==> src/rtl/alu_pkg.sv <==
// Shared ALU opcodes, flag layout and result-stage entry format.
// Used by the ALU and by alu_result_stage (ALU_RES_STATS_EN adds stats).
package alu_pkg;

  localparam logic [1:0] OP_ADD = 2'b00;
  localparam logic [1:0] OP_SUB = 2'b01;
  localparam logic [1:0] OP_MUL = 2'b10;
  localparam logic [1:0] OP_DIV = 2'b11;

  localparam int FLAG_W  = 4;
  localparam int FLAG_Z  = 0;
  localparam int FLAG_CY = 1;
  localparam int FLAG_OV = 2;
  localparam int FLAG_DZ = 3;

  localparam logic [7:0] DZ_RESULT = 8'hFF;

  localparam int ENTRY_W = 2 + 8 + FLAG_W;

  typedef struct packed {
    logic [1:0]        op;
    logic [7:0]        result;
    logic [FLAG_W-1:0] flags;
  } res_entry_t;

endpackage

==> src/rtl/alu_res_fifo.sv <==
// Generic synchronous FIFO, power-of-two depth, registered count.
// Ready/valid status comes from count only; storage clears on reset.
module alu_res_fifo #(
  parameter int W     = 14,
  parameter int DEPTH = 2
) (
  input  logic         clk,
  input  logic         rst,
  input  logic         wr_valid,
  output logic         wr_ready,
  input  logic [W-1:0] wr_data,
  output logic         rd_valid,
  input  logic         rd_ready,
  output logic [W-1:0] rd_data
);

  localparam int AW = $clog2(DEPTH);
  localparam logic [AW:0] FULL_CNT = (AW+1)'(DEPTH);

  logic [W-1:0]  mem [DEPTH];
  logic [AW-1:0] wptr;
  logic [AW-1:0] rptr;
  logic [AW:0]   count;
  logic          push;
  logic          pop;

  assign wr_ready = (count != FULL_CNT);
  assign rd_valid = (count != '0);
  assign push     = wr_valid && wr_ready;
  assign pop      = rd_valid && rd_ready;
  assign rd_data  = mem[rptr];

  // pointer, count and storage update; reset wins over push/pop
  always_ff @(posedge clk) begin
    if (rst) begin
      wptr  <= '0;
      rptr  <= '0;
      count <= '0;
      for (int i = 0; i < DEPTH; i++) begin
        mem[i] <= '0;
      end
    end else begin
      if (push) begin
        mem[wptr] <= wr_data;
        wptr      <= wptr + 1'b1;
      end
      if (pop) begin
        rptr <= rptr + 1'b1;
      end
      unique case ({push, pop})
        2'b10:   count <= count + 1'b1;
        2'b01:   count <= count - 1'b1;
        default: count <= count;
      endcase
    end
  end

endmodule

==> src/rtl/alu_result_stage.sv <==
// Registered ALU result stage: flag derivation, div-by-zero sanitising.
// Option ALU_RES_STATS_EN adds a saturating dz_count output.
module alu_result_stage
  import alu_pkg::*;
#(
  parameter int DEPTH = 2
) (
  input  logic              clk,
  input  logic              rst,
  input  logic              in_valid,
  output logic              in_ready,
  input  logic [1:0]        op,
  input  logic [7:0]        a,
  input  logic [7:0]        b,
  input  logic [7:0]        f,
  output logic              out_valid,
  input  logic              out_ready,
  output logic [7:0]        out_result,
  output logic [FLAG_W-1:0] out_flags,
  output logic [1:0]        out_op
`ifdef ALU_RES_STATS_EN
  ,
  output logic [7:0]        dz_count
`endif
);

  logic [8:0]        sum9;
  logic [15:0]       prod;
  logic [7:0]        res;
  logic [FLAG_W-1:0] flags;
  res_entry_t        wr_e;
  res_entry_t        rd_e;

  // flags from the incoming ALU transaction; z judged after sanitising
  always_comb begin
    sum9  = {1'b0, a} + {1'b0, b};
    prod  = 16'(a) * 16'(b);
    flags = '0;
    res   = f;
    unique case (1'b1)
      (op == OP_ADD): begin
        flags[FLAG_CY] = sum9[8];
        flags[FLAG_OV] = (a[7] == b[7]) && (f[7] != a[7]);
      end
      (op == OP_SUB): begin
        flags[FLAG_CY] = (a < b);
        flags[FLAG_OV] = (a[7] != b[7]) && (f[7] != a[7]);
      end
      (op == OP_MUL): begin
        flags[FLAG_OV] = (prod > 16'd255);
      end
      (op == OP_DIV): begin
        flags[FLAG_DZ] = (b == 8'h00);
      end
      default: ;
    endcase
    if (flags[FLAG_DZ]) begin
      res = DZ_RESULT;
    end
    flags[FLAG_Z] = (res == 8'h00);
  end

  assign wr_e.op     = op;
  assign wr_e.result = res;
  assign wr_e.flags  = flags;

  alu_res_fifo #(
    .W     (ENTRY_W),
    .DEPTH (DEPTH)
  ) u_fifo (
    .clk      (clk),
    .rst      (rst),
    .wr_valid (in_valid),
    .wr_ready (in_ready),
    .wr_data  (wr_e),
    .rd_valid (out_valid),
    .rd_ready (out_ready),
    .rd_data  (rd_e)
  );

  assign out_op     = rd_e.op;
  assign out_result = rd_e.result;
  assign out_flags  = rd_e.flags;

`ifdef ALU_RES_STATS_EN
  // saturating count of accepted divide-by-zero pushes
  always_ff @(posedge clk) begin
    if (rst) begin
      dz_count <= '0;
    end else if (in_valid && in_ready && flags[FLAG_DZ]
                 && (dz_count != 8'hFF)) begin
      dz_count <= dz_count + 8'd1;
    end
  end
`endif

endmodule

==> config.mk <==
export PLATFORM = sky130hd
export DESIGN_NAME = alu_result_stage
export DESIGN_NICKNAME = d
export VERILOG_FILES = /design/src/rtl/alu_pkg.sv /design/src/rtl/alu_res_fifo.sv /design/src/rtl/alu_result_stage.sv
export SDC_FILE = /design/constraint.sdc
export NUM_CORES = 1
export LEC_CHECK = 0
export CORE_MARGIN = 3
export CORE_UTILIZATION = 42
export DETAILED_ROUTE_END_ITERATION = 12
export PLACE_DENSITY = 0.68
export SLEW_MARGIN = 20
export SYNTH_ARGS = -nofsm -noshare
export SYNTH_HDL_FRONTEND = slang
export SYNTH_SLANG_ARGS = --single-unit
==> constraint.sdc <==
create_clock -name clk -period 17.1 [get_ports clk]
set_input_delay 3.42 -clock clk [delete_from_list [all_inputs] [get_ports clk]]
set_output_delay 3.42 -clock clk [all_outputs]
set_load 0.02 [all_outputs]
Signal metal coverage by tile:
The bar under the picture is 20 um long. 21 x 21 tiles, from dark blue (low) to red (high), scaled to the fullest tile. Values are wire area over tile area, all layers added.
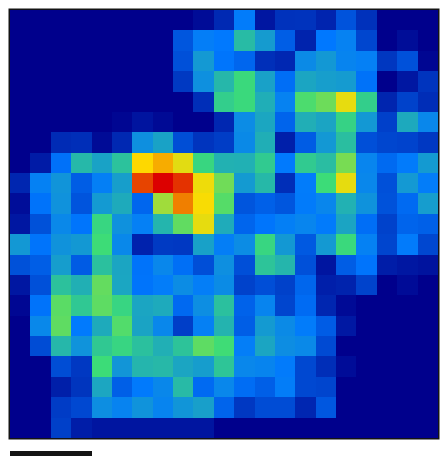
emptiest ninth of the die	upper left
mean over tiles	0.13
tiles over half the peak	6.1%

Congestion heat map:
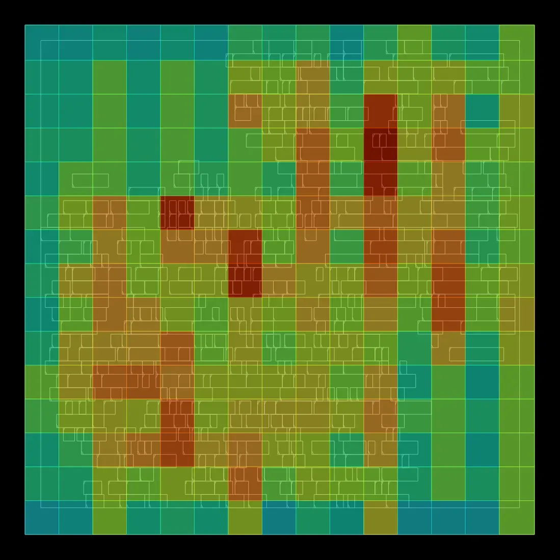
gr busiest metal: met2
M3 GR Usage: 0.0212

==> run_results.csv <==
group,metric,value,unit
critical_path,end_kind,"register",
placement,dp_worst_setup_slack,8.31,ns
grt,grt_max_degree,16,
routing,detail_route.wl_per_cell,14.9,um
clocking,cts_max_level,2,
yosys,netlist_instances,416,
cells_and_area,n_fill_cell,896,
cells_and_area,final_util,0.505,
critical_path,worstPathMaxFanout,9,
timing,fmax,0.118,GHz
clocking,cts_root_buf,"clkbuf_8",
yosys,logic_family,"adder cells",
yosys,top_cell,"inv_1",
critical_path,critical_path_class,"in -> reg",
clocking,post_cts_buffers,0,
clocking,postCtsHoldBufs,0,
yosys,ys.warnings.count,0,
yosys,postSynth.asyncResetShare,0,
routing,met2_length,4320,um
routing,viasPerCell,5.15,
critical_path,reg2reg_to,"u_fifo.mem[1][12]$_SDFFCE_PN0P_",
critical_path,required,17.12,ns
flow_run,warning_count,37,
clocking,clk_latency,0.28,ns
outcome,outcome,"complete, no violations",
timing,fin_crit_sh,0.494,
timing,slew_viol_final,0,
grt,met1_usage,0.225,
die,coreArea,9280,um^2
cells_and_area,final_area,4690,um^2
pwr,peakVddDrop,0.0492,mV
yosys,fa_ha_area_frac,0.338,
die,rows,35,
critical_path,critical_path_arrival,8.47,ns
grt,antenna_found_initial,0,
cells_and_area,ff_latch_area,941,um^2
grt,grt_first_pass_wirelength,15400,um
yosys,synth_nets,533,
yosys,ys_ff,33,
critical_path,cp_cell_sequence,"clkdlybuf4s50_1, ha_1, fa_1, fa_1, fa_1, inv_1, fa_1, inv_1, ha_1, inv_2, o22ai_2, nor4_1, or4_1, nor4_1, a41oi_1, nor2b_1",
placement,routabilityCongestion,0.933,
routing,routed-via-count,3032,
clocking,cts_resized,0,
critical_path,r2r_start,"u_fifo.count[0]$_SDFFE_PP0P_",
cells_and_area,diodes,0,
yosys,syn_area_per_cell,9.65,um^2
critical_path,cpMaxStageDelayCell,"clkdlybuf4s50_1",
routing,dr.pass1.iters,4,
timing,worst_pin_slew,0.848,ns
timing,fin_skew,0.00698,ns
die,io_pins,46,
yosys,synth.mux.area_fraction,0.0445,
timing,finalSetupTns,0,ns
routing,route.met3.wl,356,um
timing,finalCriticalPeriod,8.45,ns
critical_path,reg2reg_depth,5,
die,die-area,10800,um^2
placement,dpl.hpwl,6900,um
routing,top_layer_used,"met4",
die,initial_core_util,0.433,
placement,numPlacedInstances,581,
die,fp.dieH,104,um
timing,hold_viol,0,
critical_path,slowest_delay,0.60,ns
cells_and_area,layout.cells.non_filler,589,
grt,track_usage,0.173,
timing,rsz0062_at_grt,"false",
cells_and_area,logic_area,2790,um^2
grt,grt_remaining_overflow,0,
yosys,synth_cell_types,56,
yosys,synth-simple-area-share,0.199,
flow_run,cap_violations,0,
cells_and_area,drive_above_1_share,0.0848,
timing,whs,0.519,ns
yosys,synthTopCellsByArea,"edfxtp_1 21%, fa_1 18%, ha_1 16%, and2_1 7.9%, inv_1 5.3%",
yosys,ys.flop_type,"edfxtp_1",
yosys,ys_chip_area,4020,um^2
critical_path,endpoint,"u_fifo.mem[1][2]$_SDFFCE_PN0P_",
grt,grt_pass1_vias,3154,
Wiring by layer:
The bar under the picture is 20 um long.
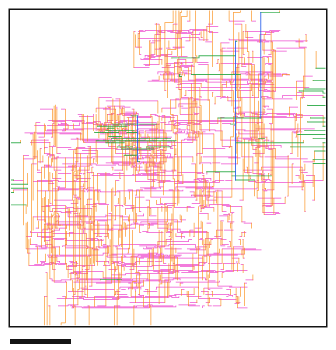
colour	layer	wire length
blue	M4	95.2 um
magenta	M1	3980 um
green	M3	356 um
orange	M2	4320 um

==> final cells by class <==
class | count | share of cell area
repair buffers | 46 | 0.0976
inverters | 60 | 0.0480
multi-input cells | 313 | 0.596
clock buffers | 8 | 0.0237
flip-flops and latches | 33 | 0.201
well taps | 129 | 0.0344
==> critical path, delay by kind of cell <==
kind | cells | cell delay [ns]
buffers and inverters | 4 | 0.78
adders and majority gates | 6 | 2.79
and+or+nand+nor | 4 | 1.04
AOI/OAI and AO/OA | 2 | 0.43
==> registers in the layout, indices dropped and copies added, names as in the netlist, named ones only <==
register / count
u_fifo.wptr: 1
u_fifo.rptr: 1
u_fifo.mem: 28
u_fifo.count: 2
==> layout by cell type, fill, tap and decap left out, drive strengths merged, types with 2 or more instances in the layout <==
cell | synthesis | routed
and3 | 2 | 2
o22ai | 2 | 2
o21a | 3 | 3
a211o | 2 | 2
o31ai | 2 | 2
nor2 | 45 | 45
o21bai | 2 | 2
clkdlybuf4s50 | 0 | 45
xnor2 | 5 | 5
ha | 51 | 51
a211oi | 4 | 4
nand4 | 2 | 2
dfxtp | 5 | 5
a21o | 4 | 4
a31oi | 2 | 2
a21oi | 16 | 16
or3 | 3 | 3
mux2 | 15 | 15
o32ai | 2 | 2
nand3 | 7 | 7
fa | 36 | 36
or2b | 2 | 2
or4 | 2 | 2
and2 | 51 | 51
edfxtp | 28 | 28
nor4 | 5 | 5
xor2 | 3 | 3
nor3 | 3 | 3
inv | 60 | 60
o21ai | 6 | 6
nand2 | 18 | 18
clkbuf | 5 | 8
nand2b | 5 | 5
==> where the power goes <==
| group | switching, mW | internal, mW | total, mW |
|---|---|---|---|
| combinational | 0.178 | 0.144 | 0.322 |
| clock | 0.0271 | 0.0416 | 0.0687 |
| sequential | 0.0106 | 0.104 | 0.114 |
| total | 0.216 | 0.289 | 0.505 |
Power figures rest on the tool's default switching activity, not on a simulated workload.
